[src/rtl/id_hazard_forward_unit.sv]
// id_hazard_forward_unit
// ID-stage hazard detection and operand forwarding control for the 5-stage
// ARM pipeline. Shadows dest/we/load of the instructions in EX, MEM and WB
// and produces per-operand forward selects (00 RF, 01 EX, 10 MEM, 11 WB)
// plus the load-use stall.
// Optional feature macro: HAZ_STATS_EN adds a saturating 16-bit stall counter
// on the stall_count port.
module id_hazard_forward_unit #(
    parameter int REG_W  = 4,
    parameter int PC_REG = 15
) (
    input  logic             clk,
    input  logic             reset,
    input  logic             id_valid,
    input  logic [REG_W-1:0] id_src_a,
    input  logic [REG_W-1:0] id_src_b,
    input  logic             id_use_a,
    input  logic             id_use_b,
    input  logic [REG_W-1:0] id_dest,
    input  logic             id_dest_we,
    input  logic             id_is_load,
    input  logic             flush,
    input  logic             pipe_hold,
    output logic [1:0]       fwd_sel_a,
    output logic [1:0]       fwd_sel_b,
    output logic             stall
`ifdef HAZ_STATS_EN
    ,
    output logic [15:0]      stall_count
`endif
);

    localparam logic [REG_W-1:0] LP_PC_IDX = REG_W'(PC_REG);

    // Tracking registers for the three downstream stages
    logic             r_ex_valid,  r_mem_valid,  r_wb_valid;
    logic [REG_W-1:0] r_ex_dest,   r_mem_dest,   r_wb_dest;
    logic             r_ex_we,     r_mem_we,     r_wb_we;
    logic             r_ex_load,   r_mem_load;

    // A source is a forwarding candidate only if ID is real, the operand is
    // actually read, and it is not the PC (PC is never forwarded).
    logic w_src_ok_a, w_src_ok_b;
    logic w_ex_a,  w_ex_b;
    logic w_mem_a, w_mem_b;
    logic w_wb_a,  w_wb_b;
    logic w_stall;

    function automatic logic f_match(
        input logic             valid,
        input logic             we,
        input logic [REG_W-1:0] dest,
        input logic [REG_W-1:0] src,
        input logic             src_ok
    );
        return valid & we & (dest == src) & src_ok;
    endfunction

    assign w_src_ok_a = id_valid & id_use_a & (id_src_a != LP_PC_IDX);
    assign w_src_ok_b = id_valid & id_use_b & (id_src_b != LP_PC_IDX);

    assign w_ex_a  = f_match(r_ex_valid,  r_ex_we,  r_ex_dest,  id_src_a, w_src_ok_a);
    assign w_ex_b  = f_match(r_ex_valid,  r_ex_we,  r_ex_dest,  id_src_b, w_src_ok_b);
    assign w_mem_a = f_match(r_mem_valid, r_mem_we, r_mem_dest, id_src_a, w_src_ok_a);
    assign w_mem_b = f_match(r_mem_valid, r_mem_we, r_mem_dest, id_src_b, w_src_ok_b);
    assign w_wb_a  = f_match(r_wb_valid,  r_wb_we,  r_wb_dest,  id_src_a, w_src_ok_a);
    assign w_wb_b  = f_match(r_wb_valid,  r_wb_we,  r_wb_dest,  id_src_b, w_src_ok_b);

    // Load-use: a load in EX cannot forward yet; flush overrides the stall.
    assign w_stall = id_valid & ~flush & r_ex_valid & r_ex_load & (w_ex_a | w_ex_b);
    assign stall   = w_stall;

    // Forward select, youngest producer first; a load in EX is skipped so
    // the select never points at data that does not exist yet.
    always_comb begin
        // NOTE: defaults first so every path assigns the outputs (no latch).
        fwd_sel_a = 2'b00;
        fwd_sel_b = 2'b00;
        if (w_ex_a && !r_ex_load) fwd_sel_a = 2'b01;
        else if (w_mem_a)         fwd_sel_a = 2'b10;
        else if (w_wb_a)          fwd_sel_a = 2'b11;
        if (w_ex_b && !r_ex_load) fwd_sel_b = 2'b01;
        else if (w_mem_b)         fwd_sel_b = 2'b10;
        else if (w_wb_b)          fwd_sel_b = 2'b11;
    end

    // Stage shift: WB<-MEM<-EX<-ID, with a bubble into EX on stall or flush
    always_ff @(posedge clk) begin
        // NOTE: the dest/we/load fields are reset too, not just valid, so the
        // tracking state is fully defined after reset.
        if (reset) begin
            r_ex_valid  <= 1'b0;
            r_ex_dest   <= '0;
            r_ex_we     <= 1'b0;
            r_ex_load   <= 1'b0;
            r_mem_valid <= 1'b0;
            r_mem_dest  <= '0;
            r_mem_we    <= 1'b0;
            r_mem_load  <= 1'b0;
            r_wb_valid  <= 1'b0;
            r_wb_dest   <= '0;
            r_wb_we     <= 1'b0;
        end else if (!pipe_hold) begin
            // NOTE: non-blocking so each stage captures the pre-edge value of
            // the stage in front of it.
            r_wb_valid  <= r_mem_valid;
            r_wb_dest   <= r_mem_dest;
            r_wb_we     <= r_mem_we;
            r_mem_valid <= r_ex_valid;
            r_mem_dest  <= r_ex_dest;
            r_mem_we    <= r_ex_we;
            r_mem_load  <= r_ex_load;
            r_ex_valid  <= id_valid & ~w_stall & ~flush;
            r_ex_dest   <= id_dest;
            r_ex_we     <= id_dest_we;
            r_ex_load   <= id_is_load;
        end
    end

`ifdef HAZ_STATS_EN
    logic [15:0] r_stall_count;

    // Saturating count of advancing load-use stall cycles
    always_ff @(posedge clk) begin
        if (reset) begin
            r_stall_count <= 16'h0000;
        end else if (w_stall && !pipe_hold && (r_stall_count != 16'hFFFF)) begin
            r_stall_count <= r_stall_count + 16'h0001;
        end
    end

    assign stall_count = r_stall_count;
`endif

endmodule

[config.mk]
export PLATFORM = sky130hd
export DESIGN_NAME = id_hazard_forward_unit
export DESIGN_NICKNAME = d
export VERILOG_FILES = /design/src/rtl/id_hazard_forward_unit.sv
export SDC_FILE = /design/constraint.sdc
export NUM_CORES = 1
export LEC_CHECK = 0
export CAP_MARGIN = 30
export CORE_MARGIN = 1.5
export CORE_UTILIZATION = 44
export DETAILED_ROUTE_END_ITERATION = 8
export PLACE_DENSITY = 0.75
export SETUP_SLACK_MARGIN = 0.15
export SLEW_MARGIN = 20
export SYNTH_ARGS = -nofsm -noshare
export SYNTH_HDL_FRONTEND = slang
export SYNTH_SLANG_ARGS = --single-unit
[constraint.sdc]
create_clock -name clk -period 1.4 [get_ports clk]
set_input_delay 0.14 -clock clk [delete_from_list [all_inputs] [get_ports clk]]
set_output_delay 0.14 -clock clk [all_outputs]
set_load 0.01 [all_outputs]
### Supply network, run 1

The bar under the picture is 20 µm long. Pins as bars on the die edge.
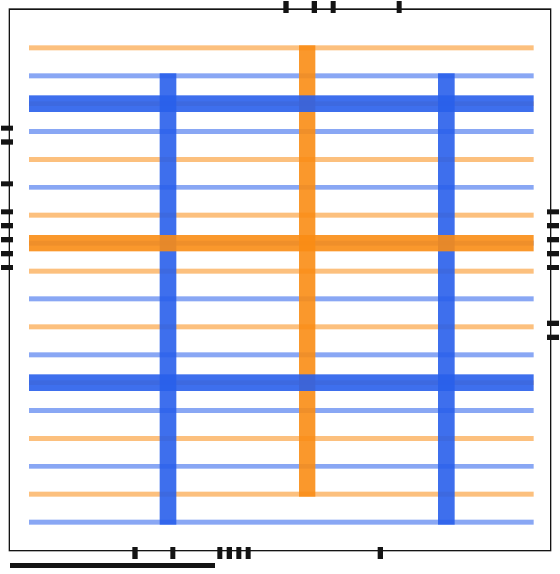
- VDD: orange
- VSS: blue
- met1 rails: 18
- met4 straps: 3
- signal pins: 26
- met5 straps: 3
- rows: 17
die span in x: 52.7 µm
Core Box Area: 0.00228 mm²

### Placed cells, one colour a class, run 1

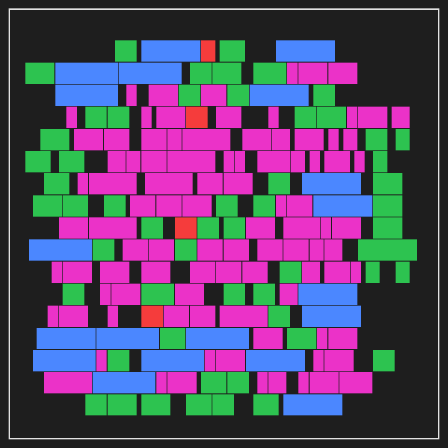
- flops: blue (cells 19; share of their area 24%)
- clock drivers and dummy loads: red (cells 4; share of their area 1.7%)
- combinational and other logic: magenta (cells 95; share of their area 46%)
- other buffers and delay cells: green (cells 55; share of their area 28%)
row count: 17
Finished Cell Area: 0.00167 mm²
Seq/total area: 23.4%
fin util: 73.6%

### Routed clock nets over the placement, run 1

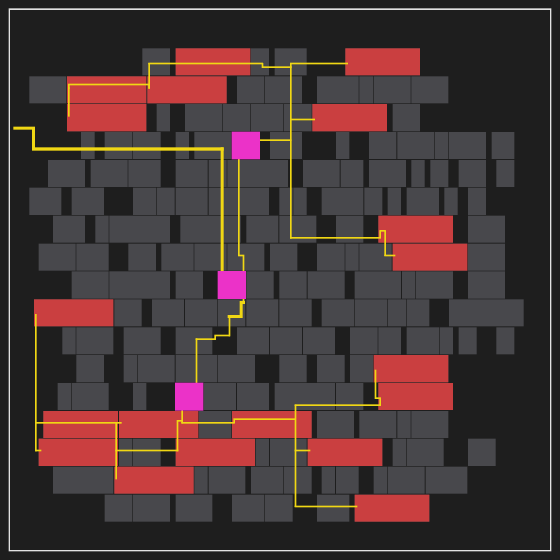
- clock wires: yellow (length 217 µm)
- clock drivers: magenta (count 3)
- flip-flops: red (count 19)
- flops lie: all over the die
- routed clock nets: 4
Clock group: 273 µW
clk ins delay skew pair: 290 ps
Clk network pwr share: 24.0%

### Wiring by layer, run 1

The bar under the picture is 20 µm long.
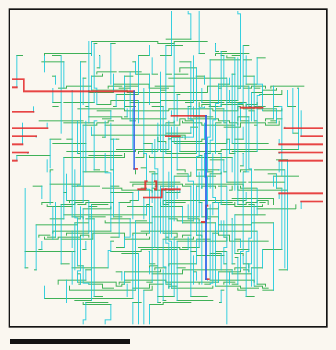
- metal 2: cyan (wire length 1500 µm)
- metal 4: blue (wire length 40.1 µm)
- metal 1: green (wire length 1240 µm)
- metal 3: red (wire length 110 µm)
DR vias: 1045
WL/cell: 14.4 µm
GRT Total Usage: 23.5%
routed wire length: 2890 µm

==> run notes, run 1 <==
flow finished, numbers: root buf cell=clkbuf_4, Final Setup Violations=6, Final ANT Viol Nets=0, Top Layer Used=met4, status=finished, violations left, failing checks=setup timing, DRC=0, Max Fclk=543 MHz, setup_tns=-1960 ps, TritonCTS Sinks=19, Final Skew=3.26 ps, Clk pin slew, worst setup/hold paths=110 ps, Req. time, crit path=1260 ps, post-DP HPWL=2140 µm, total CTS buffers=3, Tot Pwr=1140 µW, chip area in the Yosys report=0.00108 mm², Yosys cell types=26, PwrDens=679 mW/mm², CP cell instances=xnor2_2 -> nand3_1 -> or4_4 -> and2_4 -> nor3_2 -> buf_2, number of cells in Yosys stat=118, synthesized area=0.00108 mm², CP max stage delay=430 ps, Worst Hold Depth=3, routed wl met3=110 µm, DRT Pass-1 Iters=4, metal1 wirelength=1240 µm, vias in the first global route=1083, H-Tree Depth=1, path depth of the worst reg2reg path=5, crit start category=flop, cell count after synthesis=118, post-route setup slack=-442 ps, Avg Vias per Cell=5.20
-- run 1: report_power, final --
part,switching [µW],total (µW),leakage [µW],internal [µW]
clock,167,273,0.0000177,106
combinational,120,281,0.000567,161
sequential,21.4,584,0.000159,562
-- run 1: timing repair --
item,CTS,global route
resized,40,12
pin swaps,12,3
buffers inserted,3,0
endpoints found under the setup margin,6,6
cloned,0,0
-- run 1: per-layer routing --
| metal | vias to the layer above | track usage, % |
|---|---|---|
| met5 | - | 0 |
| li1 | 516 | - |
| met2 | 29 | 43.1 |
| met3 | 4 | 3.43 |
| met4 | 0 | 7.26 |
| met1 | 496 | 27.8 |
-- run 1: worst paths after layout --
| kind | start | end | slack, ps |
|---|---|---|---|
| worst max register to register | r_ex_dest[1]$_SDFFE_PP0N_ | r_ex_valid$_SDFFE_PP0N_ | -100 |
| worst max-delay path | r_ex_dest[1]$_SDFFE_PP0N_ | stall | -440 |
| worst min-delay path | id_dest[2] | r_ex_dest[2]$_SDFFE_PP0N_ | 430 |
| worst min register to register | r_ex_we$_SDFFE_PP0N_ | r_mem_we$_SDFFE_PP0N_ | 560 |
-- run 1: Yosys cell counts (2+ instances only) --
master	count	area, µm²
dfxtp_1	19	380
nand3_1	5	25.0
nor2_1	22	82.6
nor3_1	3	15.0
nor4_1	2	12.5
nand2b_1	2	12.5
nand2_1	4	15.0
xor2_1	9	78.8
mux2i_1	18	180
a21oi_1	2	10.0
nand4_1	3	18.8
xnor2_1	15	131
-- run 1: critical path: cells and delay by family (launching register included) --
| kind | cells | cell delay (ps) |
|---|---|---|
| and+or+nand+nor | 4 | 770 |
| DFF | 1 | 390 |
| buffers and inverters | 1 | 140 |
| xor gates and xnor gates | 1 | 110 |
-- run 1: final cells by class --
type                            instances  area (µm²)
Clock buffer                            3        22.5
Clock inverter                          1        5.00
Fill cell                             158         602
Multi-Input combinational cell         95         758
Sequential cell                        19         392
Tap cell                               28        35.0
Timing Repair Buffer                   55         462
-- run 1: state kept, by name, indices dropped and copies added (netlist names) --
register / count
r_wb_valid: 1
r_mem_valid: 1
r_mem_dest: 4
r_ex_dest: 4
r_wb_dest: 4
r_ex_we: 1
r_ex_valid: 1
r_mem_we: 1
r_ex_load: 1
r_wb_we: 1
-- run 1: cell families (layout without fill, tap and decap cells) --
kind of cell              count (synthesis)  after routing  share of synthesized area (%)
muxes                                    18             18                           16.6
DFF                                      19             19                           35.1
and+or+nand+nor                          46             46                           21.0
buffers and inverters                     4             59                           3.46
AOI/OAI and AO/OA                         7              7                           4.50
xor gates and xnor gates                 24             24                           19.4
-- run 1: stage by stage --
stage          setup WS [ps]  util [%]  std cells  cell area (µm²)
3_5_place_dp            -969      68.6        194             1560
4_1_cts                 -477      71.2        201             1620
6_report                -442      73.6        201             1670
3_3_place_gp            -906      68.6        194             1560
5_1_grt                 -536      73.6        201             1670
2_1_floorplan          -34.6         -        118             1100
--- run 2 (diff from run 1) ---
Settings changed: CORE_UTILIZATION 44 to 52, PLACE_DENSITY 0.75 to 0.83.
Clock period 1.4 ns to 2.2 ns, I/O delays scaled along.
### Routed clock nets over the placement, run 2

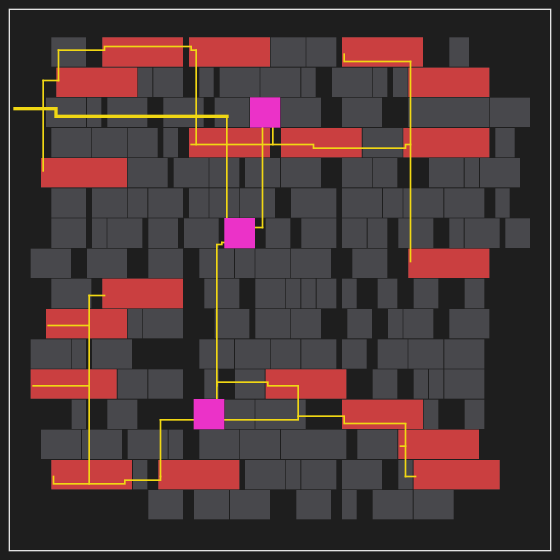
- clock drivers: magenta (count 3)
- flip-flops: red (count 19)
- clock wires: yellow (length 225 µm)
- routed clock nets: 4
- flops lie: all over the die

### Supply network, run 2

The bar under the picture is 10 µm long. Pins as bars on the die edge.
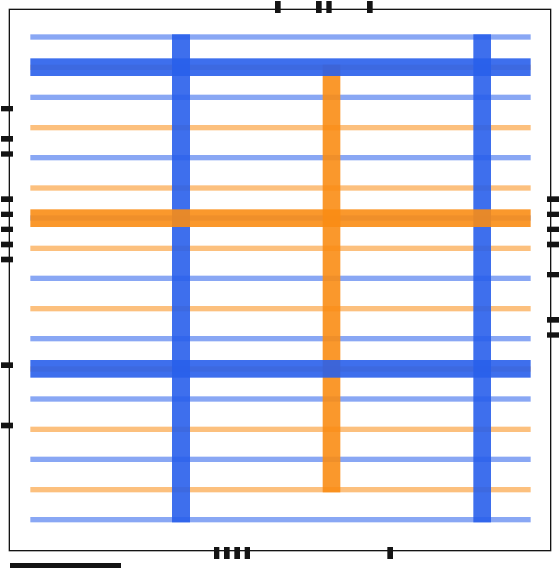
- VSS: blue
- VDD: orange
- met1 rails: 17
- met4 straps: 3
- met5 straps: 3
Core Box Area: 0.00196 mm²
die height: 48.7 µm
worst vdd ir: 0.000332 V

==> run notes, run 2 <==
flow finished, numbers: DR vias=995 (-4.8%), Final ANT Viol Nets=0 (unchanged), PwrDens=467 mW/mm² (-31%), Top delay family on crit path=buffers and inverters, number of cells in Yosys stat=118 (unchanged), placed cell areas=0.00146 mm² (-6.3%), Max Fclk=499 MHz, H-Tree Depth=1 (unchanged), die span in x=48.7 µm (-7.6%), total CTS buffers=3 (unchanged), GRT Total Usage=24.9% (+1.4 points), crit start category=input pin, reg-to-reg setup timing slack=700 ps (+800 ps), synthesized area=0.00108 mm² (unchanged), Req. time, crit path=1980 ps (+720 ps), status=completed, logic area=688 µm² (-9.2%), post-DP HPWL=2140 µm (about the same), Finished Cell Area=0.00150 mm² (-11%), Yosys cell types=26 (unchanged), DRC=0 (unchanged), fillers=158 (unchanged), Place WS=-403 ps (+565 ps)
### Track usage over the die, run 2

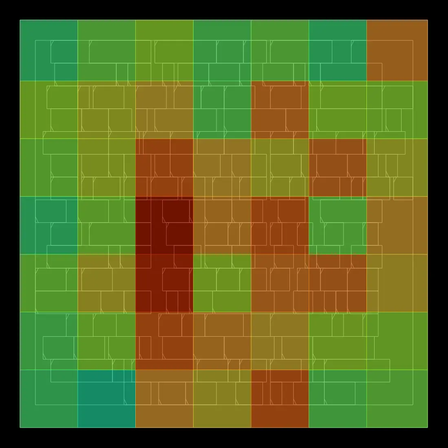
WL/cell: 14.4 µm
fin util: 76.3%
GR peak layer: met2

run 2: kinds of logic after synthesis:
| family | Yosys count | share of synthesized area [%] |
|---|---|---|
| simple gates | 46 | 21.0 |
| xor+xnor | 24 | 19.4 |
| flops | 19 | 35.1 |
| mux | 18 | 16.6 |
| compound gates | 7 | 4.50 |
| buf+inv | 4 | 3.46 |
run 2: worst paths after layout:
path	to	startpoint	cells after the start
max reg2reg	r_ex_valid$_SDFFE_PP0N_	r_ex_dest[0]$_SDFFE_PP0N_	5
min	r_ex_we$_SDFFE_PP0N_	id_dest_we	3
min reg2reg	r_ex_we$_SDFFE_PP0N_	r_ex_we$_SDFFE_PP0N_	2
max	fwd_sel_b[1]	id_use_b	5
run 2: worst reg2reg max path, cell delays in order, from the launching register on:
cell and delay, ps:
dfxtp_1 360, xnor2_1 120, nand3_1 100, or4_4 430, and2_4 160, o31a_1 220
run 2: layer usage:
layer | GRT usage, % | wire length [µm] | vias to the layer above
met5 | 0 | 0 | -
met4 | 7.14 | 23 | 0
met3 | 2.78 | 84 | 8
met2 | 48.6 | 1450 | 37
met1 | 28.0 | 1120 | 456
li1 | - | - | 494
run 2: report_power, final:
group	switching (µW)	leakage, µW	internal (µW)
clock	104	0.0000150	70.5
sequential	13.8	0.000156	357
combinational	66.2	0.000466	87.5
run 2: area by class of cell:
class	count	share of cell area [%]
multi-input cells	95	45.9
clock buffers	4	1.75
flip-flops and latches	19	25.7
well taps	27	2.26
repair buffers	41	24.3
run 2: per-stage QoR:
step                std cells  TNS, ps
floorplan                 118        0
global placement          182    -1040
detailed placement        182    -1470
CTS                       186        0
global route              186        0
finish                    186        0
run 2: what timing repair did:
action | CTS | global route
pin swaps | 3 | 2
resized | 24 | 8
setup endpoints to repair | 5 | 5
buffers inserted | 0 | 0
Power figures rest on the tool's default switching activity, not on a simulated workload.
